$ cat config.mk
export PLATFORM = sky130hd
export DESIGN_NAME = net_inject_adapter_flat
export DESIGN_NICKNAME = d
export VERILOG_FILES = /design/src/rtl/net_inject_adapter_if.sv /design/src/rtl/net_inject_adapter.sv /design/src/flat_wrapper.sv
export SDC_FILE = /design/constraint.sdc
export NUM_CORES = 1
export LEC_CHECK = 0
export CAP_MARGIN = 20
export CORE_AREA = 2 2 224 182
export DETAILED_ROUTE_END_ITERATION = 8
export DIE_AREA = 0 0 226 184
export SYNTH_ARGS = -nofsm -noshare
export SYNTH_HDL_FRONTEND = slang
export SYNTH_SLANG_ARGS = --single-unit
$ cat constraint.sdc
create_clock -name clk -period 2.6 [get_ports clk]
set_input_delay 0.52 -clock clk [delete_from_list [all_inputs] [get_ports clk]]
set_output_delay 0.52 -clock clk [all_outputs]
set_load 0.02 [all_outputs]
$ cat src/rtl/net_inject_adapter_if.sv
// Terminal-request and ring-message val/rdy bundle around one net_inject_adapter.
// master = terminal/ring side, slave = adapter side.
interface net_inject_adapter_if #(
   parameter int p_payload_nbits = 32,
   parameter int p_opaque_nbits  = 3,
   parameter int p_srcdest_nbits = 3
);
   localparam int c_net_msg_nbits = p_payload_nbits + p_opaque_nbits + 2 * p_srcdest_nbits;

   logic                       in_val;
   logic                       in_rdy;
   logic [p_srcdest_nbits-1:0] in_dest;
   logic [p_payload_nbits-1:0] in_payload;
   logic                       out_val;
   logic                       out_rdy;
   logic [c_net_msg_nbits-1:0] out_msg;

   modport master (
      output in_val, in_dest, in_payload, out_rdy,
      input  in_rdy, out_val, out_msg
   );

   modport slave (
      input  in_val, in_dest, in_payload, out_rdy,
      output in_rdy, out_val, out_msg
   );
endinterface

$ cat src/rtl/net_inject_adapter.sv
// Per-terminal injection stage: builds {dest,src,seq,payload} messages and queues them for the ring.
// Optional feature macro NET_INJECT_LOOPBACK_EN adds a single-entry loopback path for self-addressed requests.
module net_inject_adapter #(
   parameter int  p_payload_nbits = 32,
   parameter int  p_opaque_nbits  = 3,
   parameter int  p_srcdest_nbits = 3,
   parameter int  p_router_id     = 0,
   parameter int  p_num_routers   = 8,
   parameter int  p_num_entries   = 4,
   localparam int c_net_msg_nbits = p_payload_nbits + p_opaque_nbits + 2 * p_srcdest_nbits,
   localparam int c_occ_nbits     = $clog2(p_num_entries) + 1
) (
   input  logic                       clk,
   input  logic                       reset,
   net_inject_adapter_if.slave        bus,
   output logic [c_occ_nbits-1:0]     occupancy,
   output logic                       err_dest
`ifdef NET_INJECT_LOOPBACK_EN
   ,
   output logic                       lb_val,
   input  logic                       lb_rdy,
   output logic [c_net_msg_nbits-1:0] lb_msg
`endif
);
   localparam int c_ptr_nbits = $clog2(p_num_entries);
   localparam logic [p_srcdest_nbits-1:0] c_src         = p_srcdest_nbits'(p_router_id);
   localparam logic [p_srcdest_nbits:0]   c_num_routers = (p_srcdest_nbits + 1)'(p_num_routers);
   localparam logic [c_occ_nbits-1:0]     c_depth       = c_occ_nbits'(p_num_entries);
   localparam logic [c_occ_nbits-1:0]     c_occ_zero    = {c_occ_nbits{1'b0}};
   localparam logic [c_occ_nbits-1:0]     c_occ_one     = c_occ_nbits'(1);
   localparam logic [c_ptr_nbits-1:0]     c_ptr_zero    = {c_ptr_nbits{1'b0}};
   localparam logic [c_ptr_nbits-1:0]     c_ptr_one     = c_ptr_nbits'(1);
   localparam logic [p_opaque_nbits-1:0]  c_seq_zero    = {p_opaque_nbits{1'b0}};
   localparam logic [p_opaque_nbits-1:0]  c_seq_one     = p_opaque_nbits'(1);
   localparam logic [c_net_msg_nbits-1:0] c_msg_zero    = {c_net_msg_nbits{1'b0}};

   logic [c_net_msg_nbits-1:0] mem_r [p_num_entries];
   logic [c_ptr_nbits-1:0]     wr_ptr_r;
   logic [c_ptr_nbits-1:0]     rd_ptr_r;
   logic [c_occ_nbits-1:0]     occ_r;
   logic [p_opaque_nbits-1:0]  seq_r;
   logic [c_net_msg_nbits-1:0] out_msg_r;
   logic                       out_val_r;
   logic                       ring_rdy_r;
   logic                       err_r;

   logic                       bad_dest_s;
   logic                       self_s;
   logic                       in_rdy_s;
   logic                       in_fire_s;
   logic                       enq_s;
   logic                       lb_enq_s;
   logic                       deq_s;
   logic [c_net_msg_nbits-1:0] new_msg_s;
   logic [c_occ_nbits-1:0]     occ_nxt_s;
   logic [c_net_msg_nbits-1:0] head_nxt_s;

`ifdef NET_INJECT_LOOPBACK_EN
   logic                       live_r;
   logic                       lb_val_r;
   logic [c_net_msg_nbits-1:0] lb_msg_r;
`endif

   // Request classification, handshakes, next occupancy and next head-of-queue.
   always_comb begin
      bad_dest_s = ({1'b0, bus.in_dest} >= c_num_routers);
`ifdef NET_INJECT_LOOPBACK_EN
      self_s = (bus.in_dest == c_src) && !bad_dest_s;
      if (self_s) begin
         in_rdy_s = live_r && (!lb_val_r || lb_rdy);
      end else begin
         in_rdy_s = ring_rdy_r;
      end
`else
      self_s   = 1'b0;
      in_rdy_s = ring_rdy_r;
`endif
      in_fire_s = bus.in_val && in_rdy_s;
      enq_s     = in_fire_s && !bad_dest_s && !self_s;
      lb_enq_s  = in_fire_s && !bad_dest_s && self_s;
      deq_s     = out_val_r && bus.out_rdy;
      new_msg_s = {bus.in_dest, c_src, seq_r, bus.in_payload};
      case ({enq_s, deq_s})
         2'b10:   occ_nxt_s = occ_r + c_occ_one;
         2'b01:   occ_nxt_s = occ_r - c_occ_one;
         default: occ_nxt_s = occ_r;
      endcase
      // The incoming message becomes head only when it lands in an empty (or emptying) queue.
      if (enq_s && ((occ_r == c_occ_zero) || (deq_s && (occ_r == c_occ_one)))) begin
         head_nxt_s = new_msg_s;
      end else if (deq_s) begin
         head_nxt_s = mem_r[rd_ptr_r + c_ptr_one];
      end else begin
         head_nxt_s = out_msg_r;
      end
   end

   // FIFO storage, pointers, sequence tag, sticky error and registered ring-side outputs.
   always_ff @(posedge clk or negedge reset) begin
      if (!reset) begin
         for (int i = 0; i < p_num_entries; i++) begin
            mem_r[i] <= c_msg_zero;
         end
         wr_ptr_r   <= c_ptr_zero;
         rd_ptr_r   <= c_ptr_zero;
         occ_r      <= c_occ_zero;
         seq_r      <= c_seq_zero;
         out_msg_r  <= c_msg_zero;
         out_val_r  <= 1'b0;
         ring_rdy_r <= 1'b0;
         err_r      <= 1'b0;
      end else begin
         if (enq_s) begin
            mem_r[wr_ptr_r] <= new_msg_s;
            wr_ptr_r        <= wr_ptr_r + c_ptr_one;
         end
         if (deq_s) begin
            rd_ptr_r <= rd_ptr_r + c_ptr_one;
         end
         if (enq_s || lb_enq_s) begin
            seq_r <= seq_r + c_seq_one;
         end
         if (in_fire_s && bad_dest_s) begin
            err_r <= 1'b1;
         end
         occ_r      <= occ_nxt_s;
         out_msg_r  <= head_nxt_s;
         out_val_r  <= (occ_nxt_s != c_occ_zero);
         ring_rdy_r <= (occ_nxt_s < c_depth);
      end
   end

`ifdef NET_INJECT_LOOPBACK_EN
   // Single-entry loopback register; live_r keeps self-addressed requests blocked during reset.
   always_ff @(posedge clk or negedge reset) begin
      if (!reset) begin
         live_r   <= 1'b0;
         lb_val_r <= 1'b0;
         lb_msg_r <= c_msg_zero;
      end else begin
         live_r <= 1'b1;
         if (lb_enq_s) begin
            lb_val_r <= 1'b1;
            lb_msg_r <= new_msg_s;
         end else if (lb_val_r && lb_rdy) begin
            lb_val_r <= 1'b0;
         end
      end
   end

   assign lb_val = lb_val_r;
   assign lb_msg = lb_msg_r;
`endif

   assign bus.in_rdy  = in_rdy_s;
   assign bus.out_val = out_val_r;
   assign bus.out_msg = out_msg_r;
   assign occupancy   = occ_r;
   assign err_dest    = err_r;
endmodule

$ cat src/flat_wrapper.sv
// flat-port wrapper written by rule: the top's interface ports become plain ports
module net_inject_adapter_flat 
#(
   parameter int  p_payload_nbits = 32,
   parameter int  p_opaque_nbits  = 3,
   parameter int  p_srcdest_nbits = 3,
   parameter int  p_router_id     = 0,
   parameter int  p_num_routers   = 8,
   parameter int  p_num_entries   = 4,
   localparam int c_net_msg_nbits = p_payload_nbits + p_opaque_nbits + 2 * p_srcdest_nbits,
   localparam int c_occ_nbits     = $clog2(p_num_entries) + 1
)
  (clk, reset, occupancy, err_dest, bus_in_val, bus_in_dest, bus_in_payload, bus_out_rdy, bus_in_rdy, bus_out_val, bus_out_msg);
  net_inject_adapter_if #(.p_payload_nbits(p_payload_nbits), .p_opaque_nbits(p_opaque_nbits), .p_srcdest_nbits(p_srcdest_nbits)) bus_i ();
  input  logic clk;
  input  logic reset;
  output logic [c_occ_nbits-1:0] occupancy;
  output logic err_dest;
  input wire logic [$bits(bus_i.in_val)-1:0] bus_in_val;
  input wire logic [$bits(bus_i.in_dest)-1:0] bus_in_dest;
  input wire logic [$bits(bus_i.in_payload)-1:0] bus_in_payload;
  input wire logic [$bits(bus_i.out_rdy)-1:0] bus_out_rdy;
  output wire logic [$bits(bus_i.in_rdy)-1:0] bus_in_rdy;
  output wire logic [$bits(bus_i.out_val)-1:0] bus_out_val;
  output wire logic [$bits(bus_i.out_msg)-1:0] bus_out_msg;
  assign bus_i.in_val = bus_in_val;
  assign bus_i.in_dest = bus_in_dest;
  assign bus_i.in_payload = bus_in_payload;
  assign bus_i.out_rdy = bus_out_rdy;
  assign bus_in_rdy = bus_i.in_rdy;
  assign bus_out_val = bus_i.out_val;
  assign bus_out_msg = bus_i.out_msg;
  net_inject_adapter #(.p_payload_nbits(p_payload_nbits), .p_opaque_nbits(p_opaque_nbits), .p_srcdest_nbits(p_srcdest_nbits), .p_router_id(p_router_id), .p_num_routers(p_num_routers), .p_num_entries(p_num_entries)) u_core (.clk(clk), .reset(reset), .bus(bus_i), .occupancy(occupancy), .err_dest(err_dest));
endmodule
==> run_1/wire_density.png <==
Drawn at 1 px/um. The die is cut into 23 by 18 equal tiles; dark purple is low, yellow is high, scaled to the fullest tile. Values are wire area over tile area, all layers added.
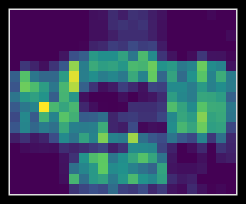
20% of the tiles are over half the peak. The mean over all tiles is 0.077. 26% of the tiles are nearly empty. The emptiest ninth of the die: upper left. The fullest tile reaches 0.31.
gr usage total: 10.2%
Post-Route WL: 20600 um
vias post-DR: 5372
average routed wire per standard cell: 16.2 um

==> run_1/metal_stack.png <==
Drawn at 1.5 px/um. Two of the layers only.
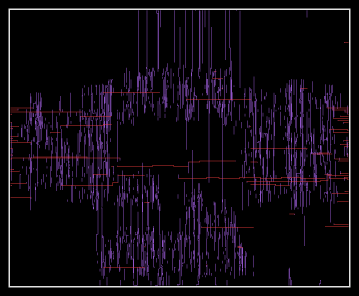
Red is met3, wire length 1060 um. Purple is met2, wire length 9270 um.

==> run_1/final_placement.png <==
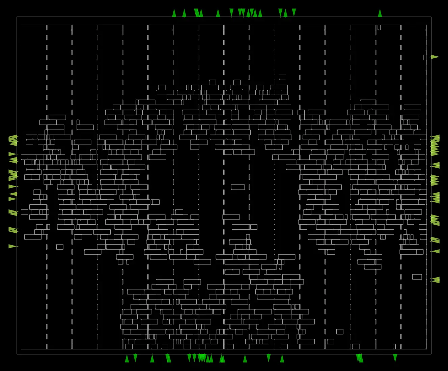
fraction of the core area covered by cells at the end of the flow: 28.4%
core area: 39100 um2
flop share of the area: 45.5%
placement row count: 65
non-filler instance count after layout: 1274

-- run 1: cells in the mapped netlist (all sizes together) (2+ instances only) --
| cell | n | share of area (%) |
|---|---|---|
| mux2 | 152 | 19 |
| ha | 11 | 1.5 |
| xnor2 | 5 | 0.49 |
| nor2 | 40 | 1.7 |
| inv | 8 | 0.34 |
| mux2i | 2 | 0.22 |
| nand2 | 91 | 3.9 |
| dfrtp | 202 | 57 |
| buf | 35 | 2.7 |
| or3 | 2 | 0.14 |
| mux4 | 38 | 9.6 |
| clkbuf | 10 | 0.42 |
| o21ai | 4 | 0.22 |
| a31oi | 39 | 2.7 |
-- run 1: flip-flops by register name, indices dropped and copies added, names as in the netlist --
name,cells
u_core.mem_r,152
u_core.bus.out_msg,38
u_core.occupancy,3
u_core.seq_r,3
u_core.rd_ptr_r,2
u_core.wr_ptr_r,2
u_core.bus.in_rdy,1
u_core.bus.out_val,1
-- run 1: kinds of logic (layout without fill, tap and decap cells) --
group	Yosys count	after routing	share of synthesized area [%]
other cells	1	5	0.0420
simple gates	135	135	5.83
mux	192	192	29.0
buf+inv	53	144	3.47
flops	202	202	56.6
fa+ha+maj	11	11	1.54
xor+xnor	5	5	0.490
compound gates	44	44	3.05
-- run 1: per-layer routing --
| metal | vias to the layer above | share of wire (%) | track usage (%) |
|---|---|---|---|
| met4 | 0 | 1.6 | 1.85 |
| met2 | 95 | 45 | 15.9 |
| met1 | 2798 | 48 | 14.3 |
| met5 | - | 0 | 0 |
| li1 | 2451 | - | - |
| met3 | 28 | 5.1 | 2.61 |
-- run 1: final cells by class --
cell class / instances / area [um2]
repair buffers: 97 / 1050
flip-flops and latches: 202 / 5060
clock buffers: 37 / 678
inverters: 8 / 30.0
diodes: 1 / 2.50
fillers: 3962 / 28000
well taps: 536 / 671
clock inverters: 2 / 38.8
multi-input cells: 391 / 3590
-- run 1: worst paths after layout --
kind	slack, ns	end	cells past startpoint
worst max-delay path	0.48	occupancy[0]	1
worst max register to register	0.61	u_core.bus.out_msg[20]$_DFFE_PN0P_	5
worst min register to register	0.50	u_core.mem_r[155]$_DFFE_PN0P_	1
min in group clk	0.50	u_core.mem_r[155]$_DFFE_PN0P_	1
max in group asynchronous	1.90	u_core.mem_r[127]$_DFFE_PN0P_	2
worst min-delay path	0.009	u_core.bus.out_msg[15]$_DFFE_PN0P_	1
-- run 1: report_power, final --
part / switching, mW / internal, mW / total, mW
Combinational: 2.60 / 3.37 / 5.97
Sequential: 0.963 / 4.80 / 5.76
Clock: 1.25 / 1.87 / 3.12
-- run 1: through the flow --
stage	std cells	instance area [um2]	util, %	total power [mW]
CTS	1273	11100	28.4	15.1
finish	1274	11100	28.4	14.9
global placement	1234	10400	26.6	11.7
global route	1273	11100	28.4	15.9
detailed placement	1234	10400	26.6	11.9
floorplan	646	8940	-	9.93
==> run_results.csv, run 1 <==
group,metric,value,unit
outcome,status,"finished clean",
logic_synthesis,avgSynthCellArea,13.9,um2
layout,most_frequent_logic_cell_in_the_layout,"sky130_fd_sc_hd__dfrtp_1",
global_route,pin_count_of_the_biggest_net_entering_global_routing,77,
placed_design,preCtsSetupSlack,0.281,ns
setup_path,startpoint_class_of_the_critical_path,"register",
setup_path,worst_ep_arrival_time,1.60,ns
logic_synthesis,synthesis.yosys.warnings,0,
sta,drv_slew,0,
logic_synthesis,synth_async_sr_flop_share,100,%
logic_synthesis,synth_area,8930,um2
setup_path,category_of_the_worst_setup_path_capture_point,"primary output",
logic_synthesis,synth-edff-count,0,
sta,final_min_period_over_clock_period,81.5,%
setup_path,critPathTopFamily,"buffers and inverters",
clock_tree,cts-buffers-inserted,23,
route,route.detailed.drc,0,
flow_run,warnings,33,
setup_path,crit_path_max_fanout,6,
sta,finalClockSkew,0.0124,ns
logic_synthesis,synth_seq_share,56.6,%
power_and_ir_drop,ir_drop,0.954,mV
setup_path,crit_path_top_delay_cell,"sky130_fd_sc_hd__clkdlybuf4s50_1",
die,initial_utilization,22.8,%
placed_design,gp_congestion,0.748,
sta,post_route_setup_tns,0,ns
setup_path,crit_path_max_incr_delay,0.65,ns
setup_path,cp.required,2.08,ns
sta,final-hold-violation-count,0,
sta,tightestPinTransition,0.866,ns
worst_hold_path,holdCritPathClass,"in2async",
global_route,antenna_found_initial,1,
logic_synthesis,syn_inst,643,
clock_tree,worst_skew_pair.late_latency,0.51,ns
route,vias_per_cell,4.22,
die,die_h,184,um
power_and_ir_drop,cellLeakagePower,4.59,nW
sta,period_needed,2.12,ns
clock_tree,setup_bufs_post_cts,0,
layout,lay_top_cells,"sky130_fd_sc_hd__dfrtp_1, sky130_fd_sc_hd__mux2_2, sky130_fd_sc_hd__nand2_1, sky130_fd_sc_hd__clkdlybuf4s50_1, sky130_fd_sc_hd__nor2_1",
clock_tree,post_cts_hold_fix_bufs,0,
clock_tree,tritoncts_clock_tree,"done",
placed_design,dp.final_hpwl,12900,um
global_route,global_route.overflow_total,0,
layout,area.growth.synth_to_final,24.5,%
logic_synthesis,yosys_cells,643,
sta,holdWs,0.00863,ns
setup_path,crit_path_start,"u_core.occupancy[0]$_DFF_PN0_",
global_route,number_of_global_route_vias_before_repair,5565,
sta,setup_violations,0,
==> run_1/gate_families.png <==
Drawn at 1.5 px/um.
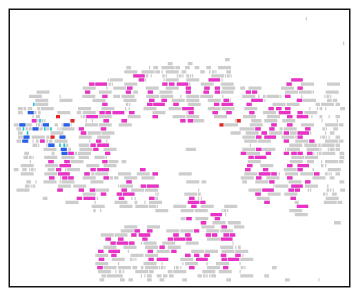

==> inputs of run 2 (changes only) <==
==> constraint.sdc (replaced) <==
create_clock -name clk -period 2.01 [get_ports clk]
set_input_delay 0.402 -clock clk [delete_from_list [all_inputs] [get_ports clk]]
set_output_delay 0.402 -clock clk [all_outputs]
set_load 0.02 [all_outputs]
==> run_2/gate_families.png <==
Drawn at 1.5 px/um.
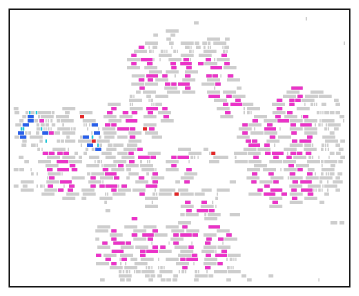
Blue is adder and majority cells, cells 11, where middle left. Red is XOR/XNOR gates, cells 5. Magenta is multiplexers, cells 192. Cyan is inverters, cells 8, where middle left.

==> run_results.csv, run 2 <==
group,metric,value,unit
logic_synthesis,multiplexer_share_of_the_synthesized_area,29.0,%
global_route,pin_count_of_the_biggest_net_entering_global_routing,79,
logic_synthesis,synth_simple_gate_area_share,5.83,%
layout,area.growth.synth_to_final,28.2,%
global_route,global_route.overflow_total,0,
logic_synthesis,synthAdderAreaFrac,1.54,%
layout,largest_register,"u_core.mem_r",
logic_synthesis,synthesis.yosys.warnings,0,
logic_synthesis,synth-edff-count,0,
logic_synthesis,synth_async_sr_flop_share,100,%
clock_tree,setup_bufs_post_cts,0,
global_route,grtUsageTotal,10.4,%
route,wl_per_cell,16.4,um
setup_path,category_of_the_worst_setup_path_capture_point,"primary output",
layout,multi_input_comb_area,3590,um2
clock_tree,worst_skew_pair.late_latency,0.52,ns
setup_path,startpoint_class_of_the_critical_path,"register",
route,vias_post_dr,5464,
placed_design,gp_congestion,0.737,
outcome,status,"finished clean",
sta,setup_violations,0,
clock_tree,cts-buffers-inserted,24,
layout,lay_top_cells,"sky130_fd_sc_hd__dfrtp_1, sky130_fd_sc_hd__mux2_2, sky130_fd_sc_hd__nand2_1, sky130_fd_sc_hd__clkdlybuf4s50_1, sky130_fd_sc_hd__nor2_1",
die,initial_utilization,22.8,%
logic_synthesis,synth_top_cell_by_count,"sky130_fd_sc_hd__dfrtp_1",
logic_synthesis,synth.top_cell.area_share,56.6,%
layout,fillCellCount,3983,
sta,period_needed,1.95,ns
logic_synthesis,netlist_logic_family_top,"multiplexers",
logic_synthesis,yosys_cells,643,
route,drt-total-wl,21200,um
logic_synthesis,xor_xnor_cells_area_fraction,0.490,%
layout,sequential_cell_area,5060,um2
die,die_h,184,um
clock_tree,tritoncts_clock_tree,"done",
==> run_2/zoom.png <==
Region (98, 77) to (128, 107) um. Cells in grey, sequential cells in the stronger grey; small squares are vias.
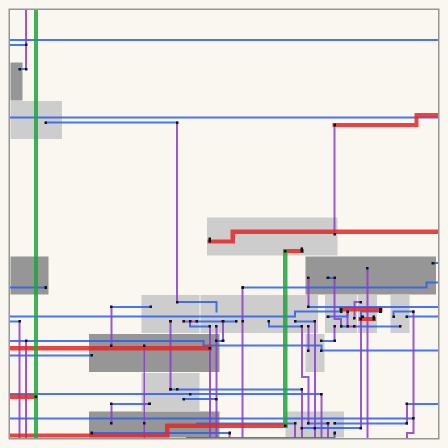
Blue is met1. Green is met4. Purple is met2. Red is met3.
Netlist names of flops here include u_core.mem_r (2), u_core.bus.out_msg (1). Sequential cells in the window: 3. 12 logic cells have their middle in the window. Most frequent: mux2_2 (3), dfrtp_1 (3), nand2_1 (2).

[run 2: area by class of cell]
type	count	area share [%]
timing repair buffer	116	11.5
clock inverter	7	0.557
sequential	202	44.2
multi-input combinational	391	31.4
antenna	1	0.0219
inverter	8	0.262
tap	536	5.86
clock buffer	36	6.17
[run 2: final timing paths]
| kind | from | end | slack (ns) | cells past startpoint |
|---|---|---|---|---|
| setup / recovery | u_core.bus.out_val$_DFF_PN0_ | bus_out_val | 0.06 | 1 |
| hold / removal | reset | u_core.mem_r[13]$_DFFE_PN0P_ | 0.31 | 2 |
| setup reg to reg | u_core.bus.in_rdy$_DFF_PN0_ | u_core.bus.out_val$_DFF_PN0_ | 0.30 | 7 |
| hold reg to reg | u_core.mem_r[63]$_DFFE_PN0P_ | u_core.mem_r[63]$_DFFE_PN0P_ | 0.50 | 1 |
| max in group asynchronous | reset | u_core.mem_r[30]$_DFFE_PN0P_ | 1.03 | 3 |
| min in group clk | u_core.mem_r[63]$_DFFE_PN0P_ | u_core.mem_r[63]$_DFFE_PN0P_ | 0.50 | 1 |
[run 2: logic make-up after synthesis]
logic type	after synthesis
xor gates and xnor gates	5
and+or+nand+nor	135
buffers and inverters	53
AOI/OAI and AO/OA	44
muxes	192
other	1
DFF	202
adders and majority gates	11
[run 2: where the power goes]
part           switching [mW]  total, mW  internal [mW]  leakage [nW]
Clock                    1.67       4.22           2.55         0.383
Combinational            3.51       8.24           4.73          2.02
Sequential               1.23       7.43           6.21          2.39
Total                    6.41       19.9           13.5          4.79
[run 2: through the flow]
step / worst slack (ns) / area, um2
floorplan: 0.0376 / 8940
global route: 0.00102 / 11400
global placement: -0.111 / 10700
CTS: 0.0133 / 11400
detailed placement: -0.185 / 10700
finish: 0.0574 / 11400
[run 2: repair_timing]
item	CTS	global route
gates resized	2	2
endpoints found under the setup margin	2	2
endpoints found under the hold margin	14	0
hold buffers	1	0
[run 2: routing by layer]
metal	routed length, um	track usage [%]
met5	0	0
met4	342	2.23
met3	1010	2.35
met2	9500	16.2
met1	10400	14.9
==> run_2/final_placement.png <==
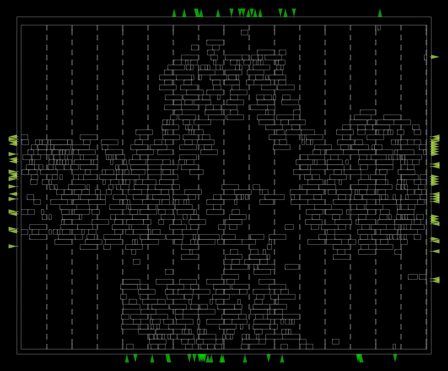

==> inputs of run 3 (changes only) <==
==> constraint.sdc (replaced) <==
create_clock -name clk -period 2.4 [get_ports clk]
set_input_delay 0.48 -clock clk [delete_from_list [all_inputs] [get_ports clk]]
set_output_delay 0.48 -clock clk [all_outputs]
set_load 0.02 [all_outputs]
==> run_3/final_placement.png <==
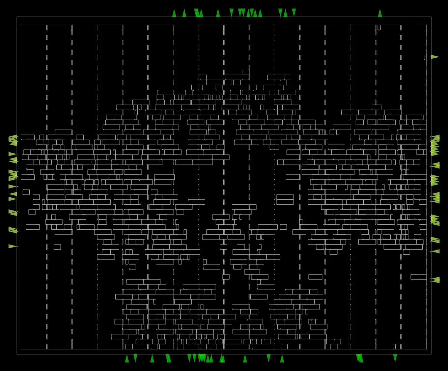
fraction of the core area covered by cells at the end of the flow: 29.0%
FFs & Latches: 202

==> run_3/metal_stack.png <==
Drawn at 1.5 px/um. Two of the layers only.
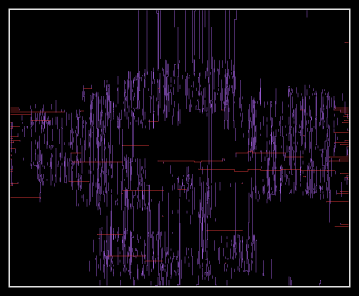
Red is met3, wire length 668 um. Purple is met2, wire length 9290 um.
Post-Route WL: 20600 um
average routed wire per standard cell: 16.1 um
gr usage total: 10.2%
vias post-DR: 5376

==> run_results.csv, run 3 <==
group,metric,value,unit
outcome,status,"finished clean",
clock_tree,cts-buffers-inserted,24,
logic_synthesis,synth.cellmix.compoundShare,3.05,%
logic_synthesis,avgSynthCellArea,13.9,um2
layout,most_frequent_logic_cell_in_the_layout,"sky130_fd_sc_hd__dfrtp_1",
setup_path,cp.required,1.92,ns
layout,largest_register,"u_core.mem_r",
global_route,pin_count_of_the_biggest_net_entering_global_routing,77,
setup_path,reg2reg_depth,4,
logic_synthesis,area_leaders,"sky130_fd_sc_hd__dfrtp_1, sky130_fd_sc_hd__mux2_2, sky130_fd_sc_hd__mux4_2",
global_route,global_route.overflow_total,0,
layout,lay_top_cells,"sky130_fd_sc_hd__dfrtp_1, sky130_fd_sc_hd__mux2_2, sky130_fd_sc_hd__nand2_1, sky130_fd_sc_hd__clkdlybuf4s50_1, sky130_fd_sc_hd__nor2_1",
power_and_ir_drop,ir_drop,1.02,mV
logic_synthesis,netlist_logic_family_top,"multiplexers",
logic_synthesis,cell_types_with_the_highest_counts_after_synthesis,"sky130_fd_sc_hd__dfrtp_1, sky130_fd_sc_hd__mux2_2, sky130_fd_sc_hd__nand2_1, sky130_fd_sc_hd__nor2_1, sky130_fd_sc_hd__a31oi_1",
worst_hold_path,holdCritPathClass,"in2async",
sta,finalClockSkew,0.0263,ns
setup_path,worstReg2RegStart,"u_core.rd_ptr_r[1]$_DFFE_PN0P_",
setup_path,rrSetupSlack,0.57,ns
sta,drv_slew,0,
logic_synthesis,syn_inst,643,
layout,multi_input_comb_area,3590,um2
logic_synthesis,synth_top_cell_by_count,"sky130_fd_sc_hd__dfrtp_1",
logic_synthesis,synth_simple_gate_area_share,5.83,%
logic_synthesis,multiplexer_share_of_the_synthesized_area,29.0,%
layout,sequential_cell_area,5060,um2
global_route,antenna_found_initial,0,
route,route.detailed.drc,0,
logic_synthesis,synth_top_cell_by_area,"sky130_fd_sc_hd__dfrtp_1",
logic_synthesis,synthesis.yosys.warnings,0,
setup_path,crit_path_max_incr_delay,0.65,ns
global_route,number_of_global_route_vias_before_repair,5678,
layout,largest_register_ffs,152,
route,vias_per_cell,4.20,
sta,holdWs,0.493,ns
==> run 3: worst max path at each step <==
stage	end	slack [ns]	cells past startpoint
after floorplan	u_core.bus.out_val$_DFF_PN0_	0.43	6
after global placement	u_core.bus.out_val$_DFF_PN0_	0.14	6
after detailed placement	u_core.bus.out_val$_DFF_PN0_	0.1	7
after CTS	occupancy[2]	0.28	1
after global routing	occupancy[2]	0.25	1
final	occupancy[2]	0.31	1
==> run 3: worst register-to-register path: stages, from the launching register on <==
cell,delay [ns]
sky130_fd_sc_hd__dfrtp_4,0.63
sky130_fd_sc_hd__buf_4,0.31
sky130_fd_sc_hd__mux4_2,0.54
sky130_fd_sc_hd__nand2_1,0.13
sky130_fd_sc_hd__a31oi_1,0.10
==> run 3: layer usage <==
| metal | GRT usage (%) | wire length (um) |
|---|---|---|
| met5 | 0 | 0 |
| met4 | 2.17 | 393 |
| met3 | 1.60 | 667 |
| met2 | 15.9 | 9290 |
| met1 | 14.8 | 10300 |
==> run 3: where the power goes <==
| part | internal (mW) | switching [mW] |
|---|---|---|
| sequential | 5.20 | 1.02 |
| combinational | 3.72 | 2.85 |
| clock | 2.48 | 1.40 |
| total | 11.4 | 5.27 |
==> run 3: through the flow <==
| step | power (mW) | setup WS (ns) | area [um2] |
|---|---|---|---|
| final | 16.7 | 0.314 | 11300 |
| after floorplan | 10.8 | 0.428 | 8940 |
| after detailed placement | 13.0 | 0.0955 | 10500 |
| after CTS | 17.0 | 0.280 | 11300 |
| after global routing | 17.8 | 0.251 | 11300 |
| after global placement | 12.8 | 0.137 | 10500 |
==> run 3: cell type report <==
type | instances | area share [%]
Inverter | 8 | 0.265
Sequential cell | 202 | 44.7
Clock buffer | 33 | 6.23
Multi-Input combinational cell | 391 | 31.7
Timing Repair Buffer | 101 | 9.86
Clock inverter | 10 | 1.36
Tap cell | 536 | 5.92
==> run 3: cell families (layout without fill, tap and decap cells) <==
kind of cell    count (synthesis)  in the layout
flops                         202            202
mux                           192            192
simple gates                  135            135
buf+inv                        53            152
compound gates                 44             44
fa+ha+maj                      11             11
xor+xnor                        5              5
other cells                     1              4
No activity file was given, so power comes from the tool's default toggle rates.
